## config.mk

```make
export PLATFORM = sky130hd
export DESIGN_NAME = seg_scan_ctrl_flat
export DESIGN_NICKNAME = d
export VERILOG_FILES = /design/src/rtl/seg_scan_ctrl_if.sv /design/src/rtl/seg_scan_ctrl.sv /design/src/flat_wrapper.sv
export SDC_FILE = /design/constraint.sdc
export NUM_CORES = 1
export LEC_CHECK = 0
export CORE_ASPECT_RATIO = 2
export CORE_UTILIZATION = 55
export DETAILED_ROUTE_END_ITERATION = 10
export PLACE_DENSITY = 0.75
export SYNTH_ARGS = -nofsm -noshare
export SYNTH_HDL_FRONTEND = slang
export SYNTH_SLANG_ARGS = --single-unit
export TNS_END_PERCENT = 20
```

## constraint.sdc

```tcl
create_clock -name sys_clk -period 6.7 [get_ports sys_clk]
set_clock_uncertainty 0.2 [all_clocks]
set_input_delay 1.34 -clock sys_clk [delete_from_list [all_inputs] [get_ports sys_clk]]
set_output_delay 1.34 -clock sys_clk [all_outputs]
set_load 0.03 [all_outputs]
```

## src/rtl/seg_scan_ctrl_if.sv

```systemverilog
// seg_scan_ctrl_if: host-side control and display-side outputs of the 7-segment scan driver
interface seg_scan_ctrl_if #(
  parameter int NUM_CH = 2,
  parameter int VAL_W  = 7
);
  logic                      en;
  logic [NUM_CH*VAL_W-1:0]   ch_time;
  logic [NUM_CH-1:0]         blink_mask;
  logic [NUM_CH-1:0]         dp_mask;
  logic                      lz_blank;
  logic [2*NUM_CH-1:0]       sel;
  logic [7:0]                seg_led;
  logic                      frame_sync;
  modport master (
    output en, ch_time, blink_mask, dp_mask, lz_blank,
    input  sel, seg_led, frame_sync
  );
  modport slave (
    input  en, ch_time, blink_mask, dp_mask, lz_blank,
    output sel, seg_led, frame_sync
  );
endinterface

```

## src/rtl/seg_scan_ctrl.sv

```systemverilog
// seg_scan_ctrl: multiplexed 7-segment scan driver for NUM_CH two-digit countdown channels
module seg_scan_ctrl #(
  parameter int NUM_CH      = 2,
  parameter int VAL_W       = 7,
  parameter int SCAN_DIV    = 50000,
  parameter int BLINK_DIV   = 250,
  parameter bit SEG_ACT_LOW = 1,
  parameter bit SEL_ACT_LOW = 1
) (
  input  logic          sys_clk,
  input  logic          sys_rst_n,
  seg_scan_ctrl_if.slave bus
);
  localparam int ND    = 2 * NUM_CH;
  localparam int DIV_W = SCAN_DIV > 1 ? $clog2(SCAN_DIV) : 1;
  localparam int DIG_W = $clog2(ND);
  localparam int CH_W  = NUM_CH > 1 ? $clog2(NUM_CH) : 1;
  localparam int BLK_W = BLINK_DIV > 1 ? $clog2(BLINK_DIV) : 1;
  localparam logic [7:0]    SEG_OFF = SEG_ACT_LOW ? 8'hFF : 8'h00;
  localparam logic [ND-1:0] SEL_OFF = SEL_ACT_LOW ? {ND{1'b1}} : {ND{1'b0}};

  typedef enum logic [2:0] {IDLE, LATCH, DIV, NEXT, DONE} conv_st_t;

  function automatic logic [6:0] seg7(input logic [3:0] d);
    case (d)
      4'd0: seg7 = 7'h3F;
      4'd1: seg7 = 7'h06;
      4'd2: seg7 = 7'h5B;
      4'd3: seg7 = 7'h4F;
      4'd4: seg7 = 7'h66;
      4'd5: seg7 = 7'h6D;
      4'd6: seg7 = 7'h7D;
      4'd7: seg7 = 7'h07;
      4'd8: seg7 = 7'h7F;
      4'd9: seg7 = 7'h6F;
      default: seg7 = 7'h00;
    endcase
  endfunction

  logic [DIV_W-1:0] div_cnt;
  logic [DIG_W-1:0] dig_idx, nxt_idx;
  logic [BLK_W-1:0] blink_cnt;
  logic             blink_ph, nxt_ph, tick, blk_wrap, fs;

  conv_st_t st, nxt_st;
  logic [NUM_CH-1:0][VAL_W-1:0] snap;
  logic [CH_W-1:0]  ch, ch_nxt, ld_ch;
  logic [VAL_W-1:0] rem, ld_val;
  logic             ld_ovf, last, rem_lt;
  logic [NUM_CH-1:0][3:0] wrk_tens, wrk_units, sh_tens, sh_units;
  logic [NUM_CH-1:0]      wrk_ovf, sh_ovf;

  logic [CH_W-1:0] d_ch;
  logic            d_u, d_ovf, d_blank;
  logic [3:0]      d_val;
  logic [7:0]      seg_hi, seg_nxt;
  logic [ND-1:0]   sel_hi, sel_nxt;

  assign tick     = div_cnt == DIV_W'(SCAN_DIV - 1);
  assign nxt_idx  = dig_idx == DIG_W'(ND - 1) ? '0 : dig_idx + 1'b1;
  assign blk_wrap = tick && blink_cnt == BLK_W'(BLINK_DIV - 1);
  assign nxt_ph   = blink_ph ^ blk_wrap;
  assign bus.frame_sync = fs;

  // Slot divider, digit index, blink phase and frame pulse; free-running regardless of en
  always_ff @(posedge sys_clk or negedge sys_rst_n) begin
    if (!sys_rst_n) begin
      div_cnt   <= '0;
      dig_idx   <= '0;
      blink_cnt <= '0;
      blink_ph  <= 1'b0;
      fs        <= 1'b0;
    end else begin
      div_cnt <= tick ? '0 : div_cnt + 1'b1;
      fs      <= tick && nxt_idx == '0;
      if (tick) begin
        dig_idx   <= nxt_idx;
        blink_cnt <= blk_wrap ? '0 : blink_cnt + 1'b1;
        blink_ph  <= nxt_ph;
      end
    end
  end

  // Converter state register
  always_ff @(posedge sys_clk or negedge sys_rst_n) begin
    if (!sys_rst_n) st <= IDLE;
    else st <= nxt_st;
  end

  // Converter next state; LATCH loads channel 0 straight from the input, NEXT loads the following channel from the snapshot
  always_comb begin
    ch_nxt = ch + 1'b1;
    ld_ch  = st == LATCH ? '0 : ch_nxt;
    ld_val = st == LATCH ? bus.ch_time[VAL_W-1:0] : snap[ch_nxt];
    ld_ovf = 32'(ld_val) > 32'd99;
    last   = ch == CH_W'(NUM_CH - 1);
    rem_lt = rem < VAL_W'(10);
    nxt_st = st == IDLE  ? (fs ? LATCH : IDLE) :
             st == LATCH ? (ld_ovf ? NEXT : DIV) :
             st == DIV   ? (rem_lt ? NEXT : DIV) :
             st == NEXT  ? (last ? DONE : (ld_ovf ? NEXT : DIV)) : IDLE;
  end

  // Converter datapath: subtract-10 per cycle, then publish every channel to the shadow at once
  always_ff @(posedge sys_clk or negedge sys_rst_n) begin
    if (!sys_rst_n) begin
      snap      <= '0;
      ch        <= '0;
      rem       <= '0;
      wrk_tens  <= '0;
      wrk_units <= '0;
      wrk_ovf   <= '0;
      sh_tens   <= '0;
      sh_units  <= '0;
      sh_ovf    <= '0;
    end else begin
      if (st == LATCH) snap <= bus.ch_time;
      if (st == LATCH || (st == NEXT && !last)) begin
        ch               <= ld_ch;
        rem              <= ld_val;
        wrk_tens[ld_ch]  <= 4'd0;
        wrk_units[ld_ch] <= 4'd0;
        wrk_ovf[ld_ch]   <= ld_ovf;
      end
      if (st == DIV && !rem_lt) begin
        rem          <= rem - VAL_W'(10);
        wrk_tens[ch] <= wrk_tens[ch] + 4'd1;
      end
      if (st == DIV && rem_lt) wrk_units[ch] <= rem[3:0];
      if (st == DONE) begin
        sh_tens  <= wrk_tens;
        sh_units <= wrk_units;
        sh_ovf   <= wrk_ovf;
      end
    end
  end

  // Digit about to be shown in the next slot, using the blink phase that slot will see
  always_comb begin
    d_ch    = CH_W'(nxt_idx >> 1);
    d_u     = nxt_idx[0];
    d_val   = d_u ? sh_units[d_ch] : sh_tens[d_ch];
    d_ovf   = sh_ovf[d_ch];
    d_blank = (nxt_ph && bus.blink_mask[d_ch]) ||
              (!d_u && !d_ovf && bus.lz_blank && sh_tens[d_ch] == 4'd0);
    seg_hi  = {d_u && bus.dp_mask[d_ch], d_ovf ? 7'h40 : seg7(d_val)};
    seg_nxt = d_blank ? SEG_OFF : (SEG_ACT_LOW ? ~seg_hi : seg_hi);
    sel_hi  = ND'(1) << nxt_idx;
    sel_nxt = d_blank ? SEL_OFF : (SEL_ACT_LOW ? ~sel_hi : sel_hi);
  end

  // sel and seg_led registered together; disable blanks at once, enable waits for a slot boundary
  always_ff @(posedge sys_clk or negedge sys_rst_n) begin
    if (!sys_rst_n) begin
      bus.sel     <= SEL_OFF;
      bus.seg_led <= SEG_OFF;
    end else if (!bus.en) begin
      bus.sel     <= SEL_OFF;
      bus.seg_led <= SEG_OFF;
    end else if (tick) begin
      bus.sel     <= sel_nxt;
      bus.seg_led <= seg_nxt;
    end
  end
endmodule

```

## src/flat_wrapper.sv

```systemverilog
// flat-port wrapper written by rule: the top's interface ports become plain ports
module seg_scan_ctrl_flat 
#(
  parameter int NUM_CH      = 2,
  parameter int VAL_W       = 7,
  parameter int SCAN_DIV    = 50000,
  parameter int BLINK_DIV   = 250,
  parameter bit SEG_ACT_LOW = 1,
  parameter bit SEL_ACT_LOW = 1
)
  (sys_clk, sys_rst_n, bus_en, bus_ch_time, bus_blink_mask, bus_dp_mask, bus_lz_blank, bus_sel, bus_seg_led, bus_frame_sync);
  seg_scan_ctrl_if #(.NUM_CH(NUM_CH), .VAL_W(VAL_W)) bus_i ();
  input  logic sys_clk;
  input  logic sys_rst_n;
  input wire logic [$bits(bus_i.en)-1:0] bus_en;
  input wire logic [$bits(bus_i.ch_time)-1:0] bus_ch_time;
  input wire logic [$bits(bus_i.blink_mask)-1:0] bus_blink_mask;
  input wire logic [$bits(bus_i.dp_mask)-1:0] bus_dp_mask;
  input wire logic [$bits(bus_i.lz_blank)-1:0] bus_lz_blank;
  output wire logic [$bits(bus_i.sel)-1:0] bus_sel;
  output wire logic [$bits(bus_i.seg_led)-1:0] bus_seg_led;
  output wire logic [$bits(bus_i.frame_sync)-1:0] bus_frame_sync;
  assign bus_i.en = bus_en;
  assign bus_i.ch_time = bus_ch_time;
  assign bus_i.blink_mask = bus_blink_mask;
  assign bus_i.dp_mask = bus_dp_mask;
  assign bus_i.lz_blank = bus_lz_blank;
  assign bus_sel = bus_i.sel;
  assign bus_seg_led = bus_i.seg_led;
  assign bus_frame_sync = bus_i.frame_sync;
  seg_scan_ctrl #(.NUM_CH(NUM_CH), .VAL_W(VAL_W), .SCAN_DIV(SCAN_DIV), .BLINK_DIV(BLINK_DIV), .SEG_ACT_LOW(SEG_ACT_LOW), .SEL_ACT_LOW(SEL_ACT_LOW)) u_core (.sys_clk(sys_clk), .sys_rst_n(sys_rst_n), .bus(bus_i));
endmodule
```

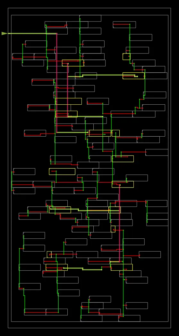
Figure 1: clock wiring as the flow saved it.
sequential cells: 99
clock buffer count in the final layout: 10
TritonCTS buffer count: 9

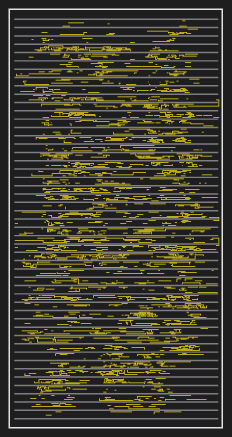
Figure 2: the metal 1 layer.
Supply wires on this layer in grey.
main direction = horizontal
longest straight run = 17.9 um
share of all routed wire = 38%
nets with wire on the layer = 496
Routed Wire Length: 9700 um
global routing usage on met1: 0.233
Via Count: 3649

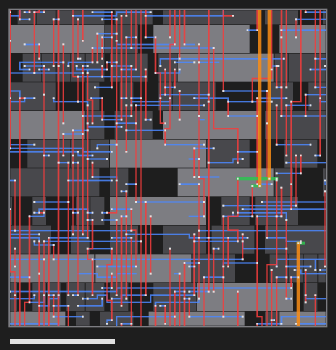
Figure 3: zoomed window.
The bar under the picture is 10 um long. Window x 20 to 50, y 53 to 83 um. Cells in grey, sequential cells in the stronger grey; small squares are vias.
metal 1 -> blue
metal 3 -> green
metal 2 -> red
metal 4 -> orange
cells with their middle in the window = 72
most frequent = dfrtp_1 (13), nand2_1 (9), mux2_2 (9)
sequential cells in the window = 13
netlist names of flops here include = `u_core.sh_tens` (5), `u_core.wrk_tens` (5)

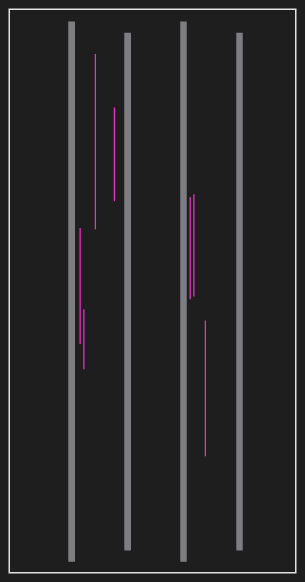
Figure 4: met4 routing.
Supply wires on this layer in grey.
longest straight run = 42.2 um
nets with wire on the layer = 6
wire length on this layer = 188 um
main direction = vertical

-- area by class of cell --
| type | count | area [um2] | area share |
|---|---|---|---|
| clock inverter | 6 | 87.6 | 0.0153 |
| clock buffer | 10 | 239 | 0.0418 |
| inverter | 25 | 93.8 | 0.0164 |
| timing repair buffer | 39 | 375 | 0.0656 |
| multi-input combinational | 350 | 2300 | 0.403 |
| tap | 100 | 125 | 0.0219 |
| sequential | 99 | 2490 | 0.436 |
-- layout by cell type, fill, tap and decap left out, types with 4 or more instances in the layout --
master	instances
a21oi_1	19
or2_2	5
o21ai_0	32
xnor2_1	5
mux4_2	4
ha_1	15
xor2_1	10
nor2_1	41
nand4_1	4
mux2i_1	16
nand2_1	89
buf_4	6
dfrtp_1	87
clkdlybuf4s50_1	33
dfstp_2	12
nand3_1	11
clkbuf_16	9
a31oi_1	4
nor3_1	13
inv_1	25
mux2_2	25
-- where the power goes --
group / switching (W) / total (W) / internal (W)
Combinational: 0.0000142 / 0.0000259 / 0.0000116
Clock: 0.000222 / 0.000560 / 0.000338
Sequential: 0.0000000000000000000822 / 0.000598 / 0.000598
Total: 0.000236 / 0.00118 / 0.000947
-- kinds of logic (layout without fill, tap and decap cells) --
family                     count (synthesis)  after routing
muxes                                     45             45
AOI/OAI and AO/OA                         82             82
buffers and inverters                     45             80
adders and majority gates                 15             15
DFF                                       99             99
xor gates and xnor gates                  15             15
and+or+nand+nor                          193            193
-- worst register-to-register path, stage by stage (launching register included) --
cell and delay [ns]:
dfrtp_1 0.46, inv_1 0.11, ha_1 0.68, mux4_2 0.62, inv_1 0.15, ha_1 0.18
mux2i_1 0.06, or2_2 0.27, a21oi_1 0.15
-- worst max path at each step --
stage | to | slack (ns) | cells after the start
2_1_floorplan | u_core.bus.seg_led[0] | 4.01 | 10
3_3_place_gp | u_core.bus.seg_led[5] | 3.48 | 6
3_5_place_dp | u_core.bus.seg_led[0] | 3.42 | 6
4_1_cts | bus_seg_led[3] | 3.58 | 1
5_1_grt | u_core.bus.seg_led[0] | 3.55 | 8
6_report | bus_seg_led[3] | 3.59 | 1
-- flip-flops by register name, indices dropped and copies added, names as in the netlist, 3 cells and up --
name	count
u_core.div_cnt	16
u_core.snap	12
u_core.blink_cnt	8
u_core.bus.seg_led	8
u_core.sh_tens	8
u_core.sh_units	8
u_core.wrk_tens	8
u_core.wrk_units	8
u_core.rem	7
u_core.bus.sel	4
u_core.st	3
-- per-layer routing --
| layer | vias to the layer above | global-route usage | wire, um |
|---|---|---|---|
| li1 | 1767 | - | - |
| met1 | 1808 | 0.233 | 3710 |
| met2 | 58 | 0.424 | 5550 |
| met3 | 16 | 0.0482 | 256 |
| met4 | 0 | 0.0862 | 188 |
| met5 | - | 0 | 0 |
-- per-stage QoR --
step	worst slack, ns	util
after floorplan	4.01	-
after global placement	3.48	0.619
after detailed placement	3.42	0.619
after CTS	3.58	0.657
after global routing	3.55	0.657
final	3.59	0.657
==> run notes <==
Purpose: to document the outcome of synthesis and place and route.

Status
The run finished with clean final reports.

Floorplanning
The full die area is 9430 um2. The die is 136 um tall. The floorplan has 48 rows. Measured along the x axis, the die boundary spans 69.2 um.

The core region is 8710 um2. The share of the core area taken by cells at floorplan is 0.570.

Logic synthesis
The warning tally printed by Yosys for this design is 0. Per the synth stats, the flop cell with the highest instance count is dfrtp_1. The netlist area before placement is 4960 um2.

Counting instances in the post-synthesis netlist gives the leading cell types as 89 x nand2_1, 87 x dfrtp_1, 41 x nor2_1. For reference, the top logic cell family by area is simple AND/OR/NAND/NOR gates. For this run, the register share of the synthesized area comes to 0.502. The post-synthesis simple-gate area fraction is 0.187. The synthesized instance count is 494. Ranked by total cell area, the synthesized netlist is headed by dfrtp_1 44%, nand2_1 6.7%, dfstp_2 6.4%. The synthesized netlist net count is 531.

In this run, synthesis inferred 0 flip-flops with an integrated enable. The library cell with the largest summed area after synthesis is dfrtp_1. The post-synthesis sequential element count is 99.

The share of synthesized area in the top cell type comes to 0.439.

Layout
For this run, the number of standard cells in the final layout without fillers is 629. The share of layout cells above drive strength 1 is 0.147. After routing the design area is 5720 um2.

In the final design database the tool counted 561 nets.

Min path
The worst min-delay path class is reg -> reg. The worst hold path was traced through 2 stages. The launch point of the worst hold path is u_core.snap[12]. The path with the worst hold slack has its endpoint at u_core.snap[12].

Critical path
The cell at the slowest stage of the critical path is clkdlybuf4s50_1. The worst reg2reg path startpoint is u_core.dig_idx[0]. The startpoint type of the worst setup path is a flip-flop. In this design, the largest share of critical-path delay is due to buffers and inverters. The terminus of the critical flop-to-flop path is u_core.bus.seg_led[0].

Logic depth along the worst register-to-register path is recorded as 8. The internal reg-to-reg setup slack is 3.74 ns. The endpoint class of the critical path is a primary output. The largest single stage delay on the critical path is 0.69 ns. Data arrives at the worst endpoint at 1.57 ns.

Clock tree
CTS reports a maximum clock tree buffer depth of 2. The total setup buffers inserted after CTS is 0. TritonCTS built the clock tree. For this design, the CTS-stage hold fixing added 0 buffers.

The clock insertion delay at the later pin of the skew report is 0.34 ns. After clock tree synthesis, the repair step resized 0 gates. The cell at the root of the clock tree is clkbuf_16.

The clock tree synthesis step divided the H-tree into 3 levels.

GRT
The number of global-route vias before repair is 3723. Across every metal layer, demand over resource in global routing totals 0.222. Entering global routing, the biggest net connects 74 pins.

The initial antenna violation count came to 0.

Pwr
VDD sags by at most 169 uV.

STA
Per the final timing report, the hold violations number 0. From the final report, the count of setup violators was given as 0. The relative slew slack is 0.396. The maximum clock rate is 0.322 GHz. The worst path in the final design needs a cycle of 3.11 ns, including I/O delays and setup. Setup repair after global routing left no endpoint under its margin.

Run
The number of OpenROAD warnings is 35. The run reported a max-capacitance violation count of 0.

Placed design
Counting tap cells, the placed design contains a total of 613 instances. The congestion estimate from routability-driven global placement came to 0.867. The post-detailed-placement cell area is 5390 um2. The wire-length estimate of the detail-placed layout is 6970 um.

Detailed routing
The first-iteration detailed-routing DRC count is 187. The number of DRC violations after detailed routing is 0. The pre-antenna-repair detailed-routing pass consisted of 4 iterations.
No activity file was given, so power comes from the tool's default toggle rates.
